Figure 1. Metal 4 (run 1).
Bar = 50 um.
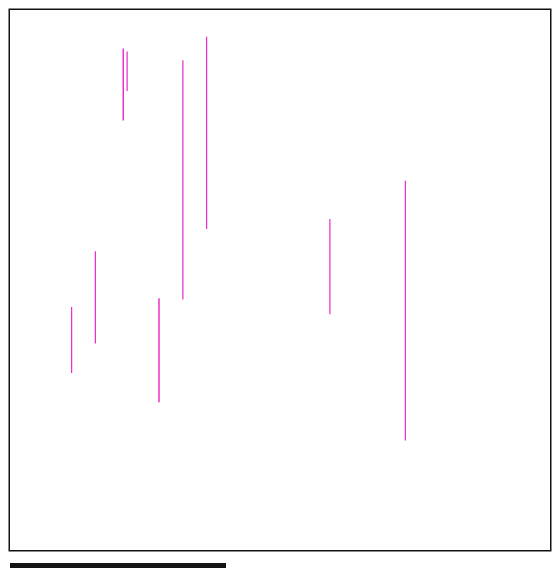
Figure 2. Sequential cells grouped by signal name (run 1).
Bar = 50 um. Other sequential cells in the stronger gray, the rest of the logic in the fainter gray.
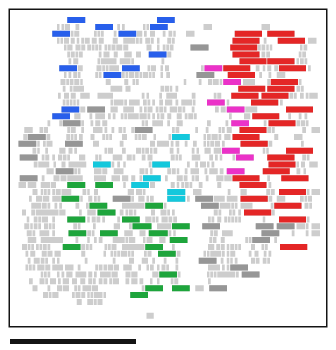
Figure 3. Routed metal, one color a layer (run 1).
Only two layers are drawn.
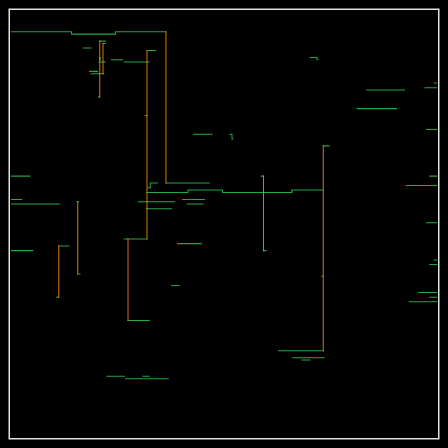
Figure 4. Gate-type map (run 1).
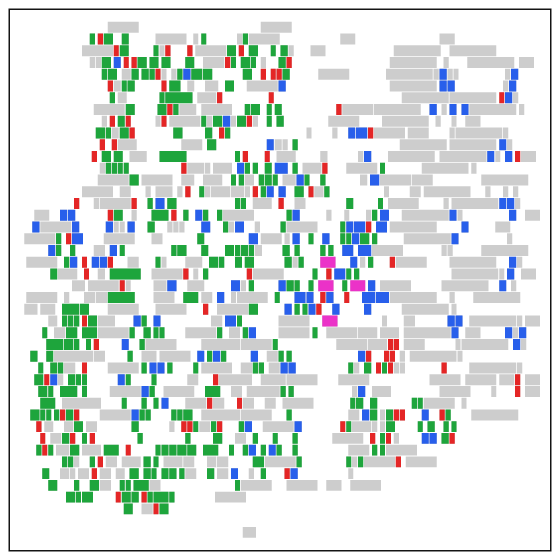
## src/rtl/es8psk_deframer_pkg.sv

```systemverilog
// Shared definitions for the ES-8PSK deframer: symbol width, FSM states,
// default sync word and the Gray symbol map shared with the demodulator.
package es8psk_deframer_pkg;

   localparam int SYM_W = 3;

   // Default sync word, first-received symbol in the top three bits.
   localparam logic [23:0] DEF_SYNC_WORD = 24'o70722701;

   typedef enum logic [1:0] {
      ST_IDLE    = 2'd0,
      ST_HUNT    = 2'd1,
      ST_PAYLOAD = 2'd2
   } state_e;

   // Gray mapping of constellation phase index to symbol value.
   typedef enum logic [SYM_W-1:0] {
      GRAY_PH0 = 3'b000,
      GRAY_PH1 = 3'b001,
      GRAY_PH2 = 3'b011,
      GRAY_PH3 = 3'b010,
      GRAY_PH4 = 3'b110,
      GRAY_PH5 = 3'b111,
      GRAY_PH6 = 3'b101,
      GRAY_PH7 = 3'b100
   } gray_sym_e;

endpackage

```

## src/rtl/es8psk_deframer_if.sv

```systemverilog
// Byte stream from the deframer FIFO to the MAC/packet layer.
//   byte_data  8  FIFO head byte
//   byte_valid 1  byte_data valid
//   byte_last  1  last byte of its frame
//   byte_ready 1  sink accepts; transfer on byte_valid & byte_ready
interface es8psk_deframer_if;
   logic [7:0] byte_data;
   logic       byte_valid;
   logic       byte_last;
   logic       byte_ready;

   modport master (output byte_data, output byte_valid, output byte_last, input  byte_ready);
   modport slave  (input  byte_data, input  byte_valid, input  byte_last, output byte_ready);
endinterface

```

## src/rtl/es8psk_deframer_byte_fifo.sv

```systemverilog
// Synchronous FIFO for completed bytes (data + last flag).
//   clk, reset_b    clock, synchronous active-low reset
//   push, wdata     write request and entry
//   pop             read request (ignored when empty)
//   rdata           head entry, zero while empty
//   empty, full     occupancy flags
// A push while full is accepted only if a pop happens in the same cycle.
module es8psk_deframer_byte_fifo #(
   parameter int DEPTH = 4,
   parameter int WIDTH = 9
) (
   input  logic             clk,
   input  logic             reset_b,
   input  logic             push,
   input  logic [WIDTH-1:0] wdata,
   input  logic             pop,
   output logic [WIDTH-1:0] rdata,
   output logic             empty,
   output logic             full
);

   localparam int PTR_W = $clog2(DEPTH);

   logic [WIDTH-1:0] mem [DEPTH];
   logic [PTR_W-1:0] wr_ptr;
   logic [PTR_W-1:0] rd_ptr;
   logic [PTR_W:0]   count;
   logic             push_ok;
   logic             pop_ok;

   assign empty   = (count == '0);
   assign full    = (count == (PTR_W+1)'(DEPTH));
   assign pop_ok  = pop && !empty;
   assign push_ok = push && (!full || pop_ok);
   assign rdata   = empty ? '0 : mem[rd_ptr];

   always_ff @(posedge clk) begin
      if (!reset_b) begin
         wr_ptr <= '0;
         rd_ptr <= '0;
         count  <= '0;
      end else begin
         if (push_ok) wr_ptr <= wr_ptr + PTR_W'(1);
         if (pop_ok)  rd_ptr <= rd_ptr + PTR_W'(1);
         count <= count + (PTR_W+1)'(push_ok) - (PTR_W+1)'(pop_ok);
      end
   end

   always_ff @(posedge clk) begin
      if (push_ok) mem[wr_ptr] <= wdata;
   end

endmodule

```

## src/rtl/es8psk_deframer.sv

```systemverilog
// ES-8PSK deframer: hunts for the sync word in the demodulated symbol stream,
// packs the payload MSB-first into bytes and queues them for a valid/ready sink.
//   clk, reset_b    clock, synchronous active-low reset
//   ena_in          receiver enable; low forces IDLE
//   sym_in, sym_vld demodulated symbol and its single-cycle strobe
//   byte_if         byte stream master (data/valid/last out, ready in)
//   sync_found      pulse: sync accepted
//   frame_abort     pulse: enable dropped during payload
//   overflow        pulse: completed byte dropped on a full FIFO
//
// state   | meaning
// IDLE    | receiver disabled, hunt/packer state held clear
// HUNT    | shifting symbols, comparing against the sync word
// PAYLOAD | packing symbols into bytes until the frame length is reached
module es8psk_deframer
   import es8psk_deframer_pkg::*;
#(
   parameter int                        SYNC_LEN      = 8,
   parameter logic [SYNC_LEN*SYM_W-1:0] SYNC_WORD     = DEF_SYNC_WORD,
   parameter int                        MAX_SYM_ERR   = 0,
   parameter int                        PAYLOAD_BYTES = 64,
   parameter int                        FIFO_DEPTH    = 4
) (
   input  logic               clk,
   input  logic               reset_b,
   input  logic               ena_in,
   input  logic [SYM_W-1:0]   sym_in,
   input  logic               sym_vld,
   es8psk_deframer_if.master  byte_if,
   output logic               sync_found,
   output logic               frame_abort,
   output logic               overflow
);

   localparam int SR_W   = SYNC_LEN * SYM_W;
   localparam int FILL_W = $clog2(SYNC_LEN + 1);

   state_e            state_q, state_d;
   logic [SR_W-1:0]   sr_q, sr_d, sr_shift;
   logic [FILL_W-1:0] fill_q, fill_d;
   logic [6:0]        bit_buf_q, bit_buf_d;
   logic [2:0]        bit_cnt_q, bit_cnt_d;
   logic [11:0]       byte_cnt_q, byte_cnt_d;
   logic [7:0]        pend_byte_q, pend_byte_d;
   logic              pend_last_q, pend_last_d;
   logic              pend_push_q, pend_push_d;
   logic              sync_found_d, frame_abort_d;

   logic [4:0]        err_cnt;
   logic              fill_done, sync_match;
   logic [9:0]        pk_cat;
   logic [3:0]        pk_cnt;
   logic [2:0]        pk_rem_cnt;
   logic              pk_done, pk_last;
   logic [7:0]        pk_byte;
   logic [6:0]        pk_rem;

   logic [8:0]        fifo_rdata;
   logic              fifo_empty, fifo_full, fifo_pop;

   // Compare the window as it will look once this cycle's symbol is shifted in.
   assign sr_shift  = SR_W'({sr_q, sym_in});
   assign fill_done = (fill_q >= FILL_W'(SYNC_LEN - 1));

   always_comb begin
      err_cnt = '0;
      for (int i = 0; i < SYNC_LEN; i++) begin
         if (sr_shift[i*SYM_W +: SYM_W] != SYNC_WORD[i*SYM_W +: SYM_W]) err_cnt = err_cnt + 5'd1;
      end
   end

   assign sync_match = fill_done && (err_cnt <= 5'(MAX_SYM_ERR));

   // Packer keeps at most 7 leftover bits LSB-aligned; a new symbol makes 3..10.
   assign pk_cat     = {bit_buf_q, sym_in};
   assign pk_cnt     = {1'b0, bit_cnt_q} + 4'd3;
   assign pk_done    = (pk_cnt >= 4'd8);
   assign pk_rem_cnt = 3'(pk_cnt - 4'd8);
   assign pk_byte    = 8'(pk_cat >> pk_rem_cnt);
   assign pk_rem     = 7'(pk_cat & ((10'd1 << pk_rem_cnt) - 10'd1));
   assign pk_last    = (byte_cnt_q == 12'(PAYLOAD_BYTES - 1));

   always_comb begin
      state_d       = state_q;
      sr_d          = sr_q;
      fill_d        = fill_q;
      bit_buf_d     = bit_buf_q;
      bit_cnt_d     = bit_cnt_q;
      byte_cnt_d    = byte_cnt_q;
      pend_byte_d   = pend_byte_q;
      pend_last_d   = pend_last_q;
      pend_push_d   = 1'b0;
      sync_found_d  = 1'b0;
      frame_abort_d = 1'b0;
      if (!ena_in) begin
         state_d       = ST_IDLE;
         frame_abort_d = (state_q == ST_PAYLOAD);
         sr_d          = '0;
         fill_d        = '0;
         bit_buf_d     = '0;
         bit_cnt_d     = '0;
         byte_cnt_d    = '0;
      end else begin
         case (state_q)
            ST_IDLE: begin
               state_d = ST_HUNT;
               sr_d    = '0;
               fill_d  = '0;
            end
            ST_HUNT: begin
               if (sym_vld) begin
                  sr_d   = sr_shift;
                  fill_d = fill_done ? FILL_W'(SYNC_LEN) : fill_q + FILL_W'(1);
                  if (sync_match) begin
                     state_d      = ST_PAYLOAD;
                     sync_found_d = 1'b1;
                     bit_buf_d    = '0;
                     bit_cnt_d    = '0;
                     byte_cnt_d   = '0;
                  end
               end
            end
            ST_PAYLOAD: begin
               if (sym_vld) begin
                  if (pk_done) begin
                     pend_push_d = 1'b1;
                     pend_byte_d = pk_byte;
                     pend_last_d = pk_last;
                     byte_cnt_d  = byte_cnt_q + 12'd1;
                     bit_buf_d   = pk_rem;
                     bit_cnt_d   = pk_rem_cnt;
                     if (pk_last) begin
                        // Leftover bits and the completing symbol are not reused for sync.
                        state_d    = ST_HUNT;
                        sr_d       = '0;
                        fill_d     = '0;
                        bit_buf_d  = '0;
                        bit_cnt_d  = '0;
                        byte_cnt_d = '0;
                     end
                  end else begin
                     bit_buf_d = pk_cat[6:0];
                     bit_cnt_d = pk_cnt[2:0];
                  end
               end
            end
            default: state_d = ST_IDLE;
         endcase
      end
   end

   always_ff @(posedge clk) begin
      if (!reset_b) begin
         state_q     <= ST_IDLE;
         sr_q        <= '0;
         fill_q      <= '0;
         bit_buf_q   <= '0;
         bit_cnt_q   <= '0;
         byte_cnt_q  <= '0;
         pend_byte_q <= '0;
         pend_last_q <= 1'b0;
         pend_push_q <= 1'b0;
         sync_found  <= 1'b0;
         frame_abort <= 1'b0;
         overflow    <= 1'b0;
      end else begin
         state_q     <= state_d;
         sr_q        <= sr_d;
         fill_q      <= fill_d;
         bit_buf_q   <= bit_buf_d;
         bit_cnt_q   <= bit_cnt_d;
         byte_cnt_q  <= byte_cnt_d;
         pend_byte_q <= pend_byte_d;
         pend_last_q <= pend_last_d;
         pend_push_q <= pend_push_d;
         sync_found  <= sync_found_d;
         frame_abort <= frame_abort_d;
         overflow    <= pend_push_q && fifo_full && !fifo_pop;
      end
   end

   // Completed bytes are staged one cycle before entering the FIFO.
   es8psk_deframer_byte_fifo #(
      .DEPTH (FIFO_DEPTH),
      .WIDTH (9)
   ) u_fifo (
      .clk     (clk),
      .reset_b (reset_b),
      .push    (pend_push_q),
      .wdata   ({pend_last_q, pend_byte_q}),
      .pop     (fifo_pop),
      .rdata   (fifo_rdata),
      .empty   (fifo_empty),
      .full    (fifo_full)
   );

   assign fifo_pop           = byte_if.byte_valid && byte_if.byte_ready;
   assign byte_if.byte_valid = !fifo_empty;
   assign byte_if.byte_data  = fifo_rdata[7:0];
   assign byte_if.byte_last  = fifo_rdata[8];

endmodule
```

## src/flat_wrapper.sv

```systemverilog
// flat-port wrapper written by rule: the top's interface ports become plain ports
module es8psk_deframer_flat import es8psk_deframer_pkg::*;
#(
   parameter int                        SYNC_LEN      = 8,
   parameter logic [SYNC_LEN*SYM_W-1:0] SYNC_WORD     = DEF_SYNC_WORD,
   parameter int                        MAX_SYM_ERR   = 0,
   parameter int                        PAYLOAD_BYTES = 64,
   parameter int                        FIFO_DEPTH    = 4
)
  (clk, reset_b, ena_in, sym_in, sym_vld, sync_found, frame_abort, overflow, byte_if_byte_data, byte_if_byte_valid, byte_if_byte_last, byte_if_byte_ready);
  es8psk_deframer_if byte_if_i ();
  input  logic clk;
  input  logic reset_b;
  input  logic ena_in;
  input  logic [SYM_W-1:0] sym_in;
  input  logic sym_vld;
  output logic sync_found;
  output logic frame_abort;
  output logic overflow;
  output wire logic [$bits(byte_if_i.byte_data)-1:0] byte_if_byte_data;
  output wire logic [$bits(byte_if_i.byte_valid)-1:0] byte_if_byte_valid;
  output wire logic [$bits(byte_if_i.byte_last)-1:0] byte_if_byte_last;
  input wire logic [$bits(byte_if_i.byte_ready)-1:0] byte_if_byte_ready;
  assign byte_if_byte_data = byte_if_i.byte_data;
  assign byte_if_byte_valid = byte_if_i.byte_valid;
  assign byte_if_byte_last = byte_if_i.byte_last;
  assign byte_if_i.byte_ready = byte_if_byte_ready;
  es8psk_deframer #(.SYNC_LEN(SYNC_LEN), .SYNC_WORD(SYNC_WORD), .MAX_SYM_ERR(MAX_SYM_ERR), .PAYLOAD_BYTES(PAYLOAD_BYTES), .FIFO_DEPTH(FIFO_DEPTH)) u_core (.clk(clk), .reset_b(reset_b), .ena_in(ena_in), .sym_in(sym_in), .sym_vld(sym_vld), .byte_if(byte_if_i), .sync_found(sync_found), .frame_abort(frame_abort), .overflow(overflow));
endmodule
```

## config.mk

```make
export PLATFORM = sky130hd
export DESIGN_NAME = es8psk_deframer_flat
export DESIGN_NICKNAME = d
export VERILOG_FILES = /design/src/rtl/es8psk_deframer_pkg.sv /design/src/rtl/es8psk_deframer_if.sv /design/src/rtl/es8psk_deframer_byte_fifo.sv /design/src/rtl/es8psk_deframer.sv /design/src/flat_wrapper.sv
export SDC_FILE = /design/constraint.sdc
export NUM_CORES = 1
export LEC_CHECK = 0
export ABC_AREA = 1
export CAP_MARGIN = 15
export CORE_MARGIN = 2
export CORE_UTILIZATION = 40
export CTS_BUF_LIST = sky130_fd_sc_hd__clkbuf_4 sky130_fd_sc_hd__clkbuf_8
export DETAILED_ROUTE_END_ITERATION = 7
export PLACE_DENSITY_LB_ADDON = 0.2
export SYNTH_ARGS = -nofsm -noshare
export SYNTH_HDL_FRONTEND = slang
export SYNTH_HIERARCHICAL = 1
export SYNTH_SLANG_ARGS = --single-unit
```

## constraint.sdc

```tcl
create_clock -name clk -period 4.7 [get_ports clk]
set_clock_uncertainty 0.05 [all_clocks]
set_input_delay 0.47 -clock clk [delete_from_list [all_inputs] [get_ports clk]]
set_output_delay 0.47 -clock clk [all_outputs]
set_load 0.02 [all_outputs]
```

==> run notes, run 1 <==
In this run the core area contains 44 standard-cell rows. At the pin with the least slew margin, the transition time is 0.921 ns. The share of the Yosys chip area taken by registers is 42.7%. Per the timing report, the biggest fanout along the worst path comes to 4. For the count of antenna diodes in the layout, the log shows 0. The tools report the number of synthesis warnings as 6. Per the final timing report, the hold violations number 0. Entering global routing, the biggest net connects 32 pins. The run gives 0 for the tally of nets with antenna violations remaining after routing.

OpenSTA lists the critical path endpoint as u_core/state_q[1]$_SDFFE_PN0P_. For the number of levels the H-tree was split into, the log shows 3. The clock power share came out at 31.2%. After the first detailed-routing iteration, the DRC count stood at 364. The stage delay of the slowest cell on the critical path works out to 0.29 ns. The run finished with clean final reports.

Sorting the Yosys area breakdown by cell type puts at the top dfxtp_1. In this run the vertical extent of the chip is 125 um. Combinational cells account for 13.6% of the total power. The worst endpoint required time was 4.98 ns; the growth of design area from synthesis to finish was 16.2%. Counting every instance in the synthesized netlist gives 793. The switching share of power is 27.7%. Clock tree root driver cell: clkbuf_8. The completed layout was analyzed and its total power is 1.74 mW. Across all stage logs, warnings added up to 35.

The total overflow left after global routing is 0. The number of buffer cells added on primary ports works out to 20. Among the stages of the critical path, the cell type that occurs most often is nand2_1.

The tightest slew margin relative to the limit is 38.4%, and the flip-flop and latch count after synthesis is 107. Per the post-synthesis report, the nets total 822. Per the OpenROAD power report, leakage power amounts to 2.66 nW. The library cell contributing the largest single delay on the critical path is ha_1.
## Picture notes: Figure 1
wire length on this layer: 266 um
share of all routed wire: 2.0%
longest straight run: 59.8 um
main direction: vertical
routed vias: 5,259
total routed wirelength: 13.6 mm

## Picture notes: Figure 2
| color | name in the netlist | flops |
|---|---|---|
| red | u_core/u_fifo/mem | 36 |
| magenta | u_core/pend_byte_q | 8 |
| cyan | u_core/bit_buf_q | 7 |
| blue | u_core/byte_cnt_q | 12 |
| green | u_core/sr_q | 21 |
not colored: 23
FF+latch area: 2500 um^2
power of the sequential group: 0.959 mW
Layout Utilization: 47.2%
sequential fraction of total cell area: 36.8%

## Picture notes: Figure 3
| color | layer | wire length |
|---|---|---|
| green | met3 | 348 um |
| orange | met4 | 266 um |
average wire per cell in the routed design: 13.3 um
Tot GR Track Use: 18.0%

## Picture notes: Figure 4
| color | family | cells | most used |
|---|---|---|---|
| green | NAND gates | 299 | nand2_1 |
| red | inverters | 99 | inv_1 |
| blue | inverting AOI/OAI gates | 113 | a21oi_1 |
| magenta | multiplexers | 4 | mux2i_1 |
Comb/total area: 44.0%
most instantiated logic cell after routing: nand2_1
final cell count without fillers: 1,029

run 1: what timing repair did:
action | CTS | global route
endpoints found under the setup margin | 23 | 25
resized | 15 | 29
pin swaps | 6 | 30
cloned | 3 | 0
setup buffers | 4 | 3
run 1: routing by layer:
layer  GRT usage, %  routed length, um
met1           23.3               6490
met2           30.5               6540
met3           2.82                347
met4           6.67                265
met5              0                  0
run 1: critical path: cells and delay by family:
family / cells / cell delay (ns)
compound gates: 1 / 0.15
buf+inv: 9 / 0.97
fa+ha+maj: 6 / 1.47
simple gates: 17 / 1.79
run 1: final cells by class:
cell class              count  area (um^2)
clock inverters             6         48.8
clock buffers              10          131
repair buffers             61          524
fillers                  1461         7610
flip-flops and latches    107         2500
multi-input cells         562         3000
inverters                  99          372
well taps                 184          230
run 1: how the worst min path moves through the flow:
stage	startpoint	to	slack [ns]	cells after the start
after global placement	u_core/bit_buf_q[1]$_SDFFE_PN0P_	u_core/bit_buf_q[1]$_SDFFE_PN0P_	0.40	2
final	u_core/sr_q[19]$_SDFFE_PN0P_	u_core/sr_q[19]$_SDFFE_PN0P_	0.42	2
after global routing	u_core/sr_q[18]$_SDFFE_PN0P_	u_core/sr_q[18]$_SDFFE_PN0P_	0.44	2
after CTS	u_core/sr_q[19]$_SDFFE_PN0P_	u_core/sr_q[19]$_SDFFE_PN0P_	0.43	2
after detailed placement	u_core/sr_q[19]$_SDFFE_PN0P_	u_core/sr_q[19]$_SDFFE_PN0P_	0.41	2
after floorplan	u_core/bit_buf_q[1]$_SDFFE_PN0P_	u_core/bit_buf_q[1]$_SDFFE_PN0P_	0.39	2
run 1: cell families (layout without fill, tap and decap cells):
logic type / Yosys count / in the layout / synth area share (%)
muxes: 4 / 4 / 0.683
buffers and inverters: 126 / 176 / 8.95
DFF: 107 / 107 / 42.7
and+or+nand+nor: 420 / 422 / 32.3
xor gates and xnor gates: 2 / 2 / 0.299
AOI/OAI and AO/OA: 113 / 113 / 10.4
adders and majority gates: 21 / 21 / 4.61
run 1: flip-flops by register name, summed over array words and instances (netlist names), named ones only:
signal,flops
u_core/u_fifo/mem,36
u_core/sr_q,21
u_core/byte_cnt_q,12
u_core/pend_byte_q,8
u_core/bit_buf_q,7
u_core/fill_q,4
u_core/bit_cnt_q,3
u_core/u_fifo/count,3
u_core/state_q,2
u_core/u_fifo/rd_ptr,2
u_core/u_fifo/wr_ptr,2
u_core/frame_abort,1
u_core/overflow,1
u_core/pend_last_q,1
u_core/pend_push_q,1
u_core/sync_found,1
run 1: per-stage QoR:
stage	hold slack (ns)	cell area, um^2	worst slack [ns]	cells	TNS (ns)
floorplan	0.387	5860	0.193	793	0
global placement	0.400	6380	-0.602	1002	-13.15
detailed placement	0.412	6380	-0.680	1002	-15.13
CTS	0.427	6660	0.0423	1025	0
global route	0.445	6810	-0.164	1029	-3.09
finish	0.423	6810	0.124	1029	0
run 1: power by group through the flow:
stage / clock [mW] / sequential, mW / combinational (mW)
final: 0.541 / 0.959 / 0.235
after global placement: 0 / 0.979 / 0.190
after CTS: 0.558 / 0.959 / 0.203
after floorplan: 0 / 0.978 / 0.138
after global routing: 0.596 / 0.960 / 0.261
after detailed placement: 0 / 0.980 / 0.195
==> run 2, diff against run 1 <==
--- a/config.mk
+++ b/config.mk
@@ -7,11 +7,11 @@
 export LEC_CHECK = 0
 export ABC_AREA = 1
 export CAP_MARGIN = 15
-export CORE_MARGIN = 2
+export CORE_MARGIN = 5
 export CORE_UTILIZATION = 40
-export CTS_BUF_LIST = sky130_fd_sc_hd__clkbuf_4 sky130_fd_sc_hd__clkbuf_8
 export DETAILED_ROUTE_END_ITERATION = 7
 export PLACE_DENSITY_LB_ADDON = 0.2
+export SKIP_LAST_GASP = 1
 export SYNTH_ARGS = -nofsm -noshare
 export SYNTH_HDL_FRONTEND = slang
 export SYNTH_HIERARCHICAL = 1
==> run 2 against run 1 <==
Wire length shrank 1.3%. First-iteration DRC count shrank 3.3%. Final cell count grew 0.39%. Combinational power grew 5%. Synthesized cell count is the same. Clock-buffer cell count shrank 1. Final area grew 2.2%. Clock power grew 41%. Largest cell class unchanged.
==> run notes, run 2 <==
The run finished with clean final reports. After filler insertion, the fill cell instance count of the layout stands at 1,430. Number of buffer cells added on primary ports: 20. The end point of the most critical hold path was u_core/sr_q[18]$_SDFFE_PN0P_.

The run gives 16.2% as the aggregate global-route resource usage. The stage delay of the slowest cell on the critical path was 0.33 ns; the instance tally after logic synthesis was 793. Detailed-route iteration 0 reported a violation count of 352. The register with the most flip-flops in the layout has 36 of them.

In the hold timing report, the worst path depth is 2. The detail route stage leaves a number of antenna-violating nets equal to 0. The logs give 42.7% for the part of the Yosys area used for sequential elements and 6 for the number of synthesis warnings. With the wire length per cell at 13.0 um, the number of levels the H-tree was split into is 3. The run gives 6360 um^2 as the placed cell area.

The measured slew at the worst slew-check pin was 0.961 ns. Setup total negative slack: 0 ns. The finished cells cover 6960 um^2. The most instantiated logic cell after routing is nand2_1. The largest register by flop count is u_core/u_fifo/mem. The biggest area consumer among synthesized cells is dfxtp_1.

The cell seen most often among critical-path stages was nand2_4. Per the STA report, the cell with the highest stage delay on the worst path is dfxtp_2. Of all nets on the critical path, the largest fanout is 6. The stage logs contain a warning count of 35. The clock tree root driver cell is clkbuf_16. Per the detail_route report, the via count comes to 5,255. The net count entering floorplan is 822, and the row count is 44. The flip-flop and latch count after synthesis is 107.
## run 2: cell counts after synthesis
Identical to the previous run, type by type.
## run 2: worst max path at each step
stage          slack [ns]                            endpoint
2_1_floorplan        0.19  u_core/byte_cnt_q[10]$_SDFFE_PN0P_
3_3_place_gp        -0.66   u_core/byte_cnt_q[0]$_SDFFE_PN0P_
3_5_place_dp        -0.80   u_core/byte_cnt_q[0]$_SDFFE_PN0P_
4_1_cts              0.02  u_core/byte_cnt_q[11]$_SDFFE_PN0P_
5_1_grt             -0.18   u_core/byte_cnt_q[3]$_SDFFE_PN0P_
6_report             0.11    u_core/bit_buf_q[0]$_SDFFE_PN0P_
## run 2: cell families after synthesis
group                    share of synthesized area [%]
AND/OR/NAND/NOR                                   32.3
buffers and inverters                             8.95
AND-OR/OR-AND                                     10.4
flip-flops                                        42.7
adder cells (fa/ha/maj)                           4.61
multiplexers                                     0.683
XOR/XNOR                                         0.299
## run 2: area by class of cell
| cell class | count | area [um^2] | area share (%) |
|---|---|---|---|
| clock buffer | 9 | 225 | 3.24 |
| timing repair buffer | 65 | 554 | 7.97 |
| multi-input combinational | 562 | 2990 | 43.0 |
| inverter | 99 | 374 | 5.38 |
| sequential | 107 | 2500 | 36.0 |
| tap | 184 | 230 | 3.31 |
| clock inverter | 7 | 76.3 | 1.10 |
## run 2: where the power goes
group          internal [mW]  total, mW  switching [mW]  leakage [nW]
registers              0.954      0.959         0.00505         0.822
clock network          0.417      0.765           0.348         0.144
logic                  0.107      0.246           0.140          1.77
## run 2: routing by layer
metal	wire (um)	part of all wire, %	GRT usage [%]	up-vias
li1	-	-	-	2709
met3	486	3.6	2.32	18
met2	6690	50	28.0	115
met5	0	0	0	-
met1	6090	45	20.7	2413
met4	206	1.5	5.87	0
## run 2: worst max-delay path, delay by kind of cell, from the launching register on
| family | cells | cell delay [ns] |
|---|---|---|
| buffers and inverters | 5 | 0.34 |
| flip-flops | 1 | 0.33 |
| AND/OR/NAND/NOR | 21 | 2.39 |
| adder cells (fa/ha/maj) | 6 | 1.39 |
## run 2: stage by stage
| stage | power [mW] | hold WS, ns | cells | setup WS (ns) | utilization [%] |
|---|---|---|---|---|---|
| 5_1_grt | 2.05 | 0.436 | 1033 | -0.182 | 48.2 |
| 6_report | 1.97 | 0.417 | 1033 | 0.111 | 48.2 |
| 2_1_floorplan | 1.12 | 0.387 | 793 | 0.193 | - |
| 4_1_cts | 1.96 | 0.421 | 1030 | 0.0180 | 47.5 |
| 3_3_place_gp | 1.17 | 0.402 | 1000 | -0.655 | 44.1 |
| 3_5_place_dp | 1.17 | 0.410 | 1000 | -0.803 | 44.1 |
## run 2: timing repair
action	CTS	global route
gates cloned	3	0
buffers inserted	11	3
endpoints found under the setup margin	23	23
pin swaps	9	31
gates resized	23	25
Figure 5. Sequential cells grouped by signal name (run 2).
Bar = 50 um. Other sequential cells in the stronger gray, the rest of the logic in the fainter gray.
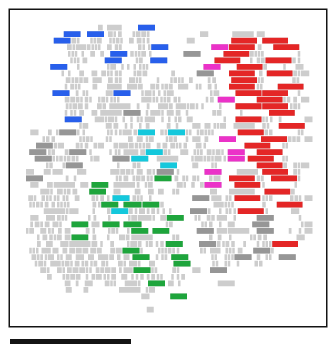
| color | name in the netlist | flops |
|---|---|---|
| magenta | u_core/pend_byte_q | 8 |
| red | u_core/u_fifo/mem | 36 |
| blue | u_core/byte_cnt_q | 12 |
| cyan | u_core/bit_buf_q | 7 |
| green | u_core/sr_q | 21 |
Layout Utilization: 48.2%
sequential fraction of total cell area: 36.0%

Figure 6. Gate-type map (run 2).
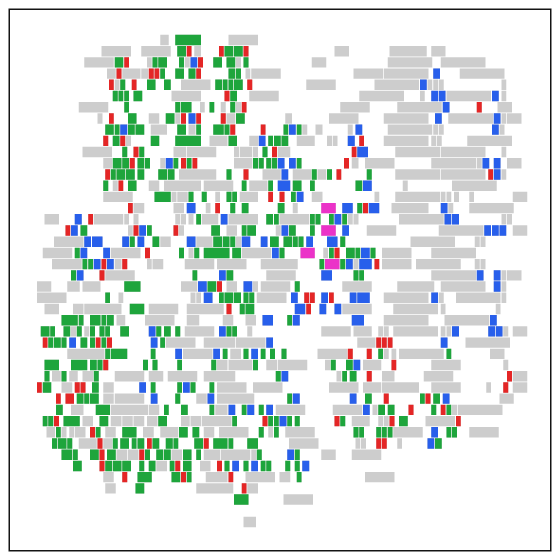
| color | family | cells | most used |
|---|---|---|---|
| magenta | multiplexers | 4 | mux2i_1 |
| red | inverters | 99 | inv_1 |
| green | NAND gates | 299 | nand2_1 |
| blue | inverting AOI/OAI gates | 113 | a21oi_1 |
final cell count without fillers: 1,033
Comb/total area: 43.0%

==> run 3, diff against run 2 <==
==> constraint.sdc (replaced) <==
create_clock -name clk -period 5.9 [get_ports clk]
set_clock_uncertainty 0.05 [all_clocks]
set_input_delay 0.59 -clock clk [delete_from_list [all_inputs] [get_ports clk]]
set_output_delay 0.59 -clock clk [all_outputs]
set_load 0.02 [all_outputs]
==> run 3 against run 2 <==
Sequential share of layout area is 2.4 points higher. Wire length shrank 4.1%. Combinational power decreased by 43%. Non-clock buffer count is 40 lower. Die area is the same. Via count down 3.9%. Critical endpoint is now u_core/byte_cnt_q[6]$_SDFFE_PN0P_. Largest power group unchanged.
==> run notes, run 3 <==
The Yosys step of the flow raised 6 warnings. The script extracted a total leakage power of 2.53 nW. Fill cells in the final layout number 1,485.

Die extent in y: 131 um. The registers reported with the highest flop counts are u_core/u_fifo/mem: 36 flops, u_core/sr_q: 21 flops, u_core/byte_cnt_q: 12 flops. The stage delay of the slowest cell on the critical path was 0.58 ns; the part of the Yosys area used for sequential elements was 42.7%.

The run finished with clean final reports. With the number of levels the H-tree was split into at 3, the number of hold-slack violations in the final timing report is 0. The run gives 1.51 mW for the total power. Global routing used 21.2% of the available met1 tracks. The tightest slew margin relative to the limit was 19.0%. The register name with the most flops is u_core/u_fifo/mem. Flip-flop and latch count after synthesis: 107.

Per the timing report, the biggest fanout along the worst path comes to 22. The number of flip-flops in the largest register is 36, and the tally of nets with antenna violations remaining after routing is 0. The net count after synthesis is 822. With the aggregate global-route resource usage at 16.0%, the growth of design area from synthesis to finish is 11.1%. In this design, the critical path's most frequently occurring cell is nand2_1. The OpenROAD report gives the critical path a required time of 6.10 ns. Biggest area consumer among synthesized cells: dfxtp_1.

The final-layout worst hold slack came out at 0.412 ns. The worst hold path terminates at u_core/sr_q[18]$_SDFFE_PN0P_.
-- run 3: repair_timing --
item,4_1_cts,5_1_grt
gates resized,0,2
endpoints found under the setup margin,0,12
endpoints found under the hold margin,0,0
-- run 3: per-layer routing --
metal	vias to the layer above	share of wire, %	routed length, um
met2	86	48	6200
met1	2329	47	6030
met5	-	0	0
li1	2623	-	-
met4	0	1.4	178
met3	12	3.9	507
-- run 3: through the flow --
step / area, um^2 / setup slack, ns / util, % / instances
2_1_floorplan: 5860 / 1.27 / - / 793
3_3_place_gp: 6170 / 0.213 / 42.8 / 975
3_5_place_dp: 6170 / 0.0199 / 42.8 / 975
4_1_cts: 6480 / 0.398 / 44.9 / 991
5_1_grt: 6510 / 0.00153 / 45.1 / 992
6_report: 6510 / 0.455 / 45.1 / 992
-- run 3: worst max-delay path, delay by kind of cell --
kind,cells,cell delay [ns]
fa+ha+maj,6,1.52
buf+inv,7,1.09
simple gates,20,2.44
-- run 3: cell type report --
cell class	instances	area, um^2	area share, %
well taps	184	230	3.54
repair buffers	25	238	3.65
clock inverters	6	57.6	0.884
inverters	99	372	5.71
multi-input cells	561	2860	43.9
clock buffers	10	250	3.84
flip-flops and latches	107	2500	38.4
-- run 3: worst max-delay path by stage --
stage                     cells after the start                            endpoint  slack (ns)
after floorplan                              33  u_core/byte_cnt_q[10]$_SDFFE_PN0P_        1.27
after global placement                       33   u_core/byte_cnt_q[0]$_SDFFE_PN0P_        0.21
after detailed placement                     33   u_core/byte_cnt_q[0]$_SDFFE_PN0P_        0.02
after CTS                                    33   u_core/byte_cnt_q[8]$_SDFFE_PN0P_        0.40
after global routing                         33   u_core/byte_cnt_q[1]$_SDFFE_PN0P_       0.002
final                                        33   u_core/byte_cnt_q[6]$_SDFFE_PN0P_        0.45
-- run 3: where the power goes --
part	total, mW	internal (mW)	switching [mW]
clock network	0.609	0.320	0.289
registers	0.763	0.760	0.00388
logic	0.140	0.0479	0.0926
total	1.51	1.13	0.385
-- run 3: kinds of logic after synthesis --
family / count (synthesis) / synth area share (%)
and+or+nand+nor: 420 / 32.3
AOI/OAI and AO/OA: 113 / 10.4
adders and majority gates: 21 / 4.61
buffers and inverters: 126 / 8.95
DFF: 107 / 42.7
xor gates and xnor gates: 2 / 0.299
muxes: 4 / 0.683
Figure 7. Track usage over the die (run 3).
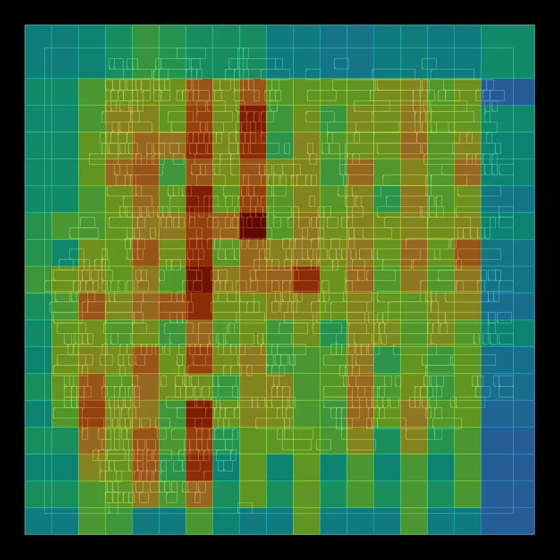
most heavily used metal layer in global routing: met2
Global Route met2 Usage: 26.5%
average wire per cell in the routed design: 13.0 um

Figure 8. Metal 4 (run 3).
Bar = 50 um.
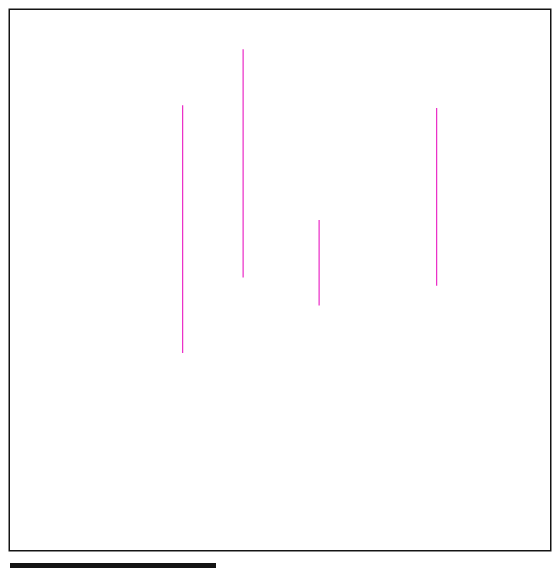
share of all routed wire: 1.4%
nets with wire on the layer: 3
main direction: vertical
longest straight run: 59.8 um
routed vias: 5,050
total routed wirelength: 12.9 mm

No activity file was given, so power comes from the tool's default toggle rates.
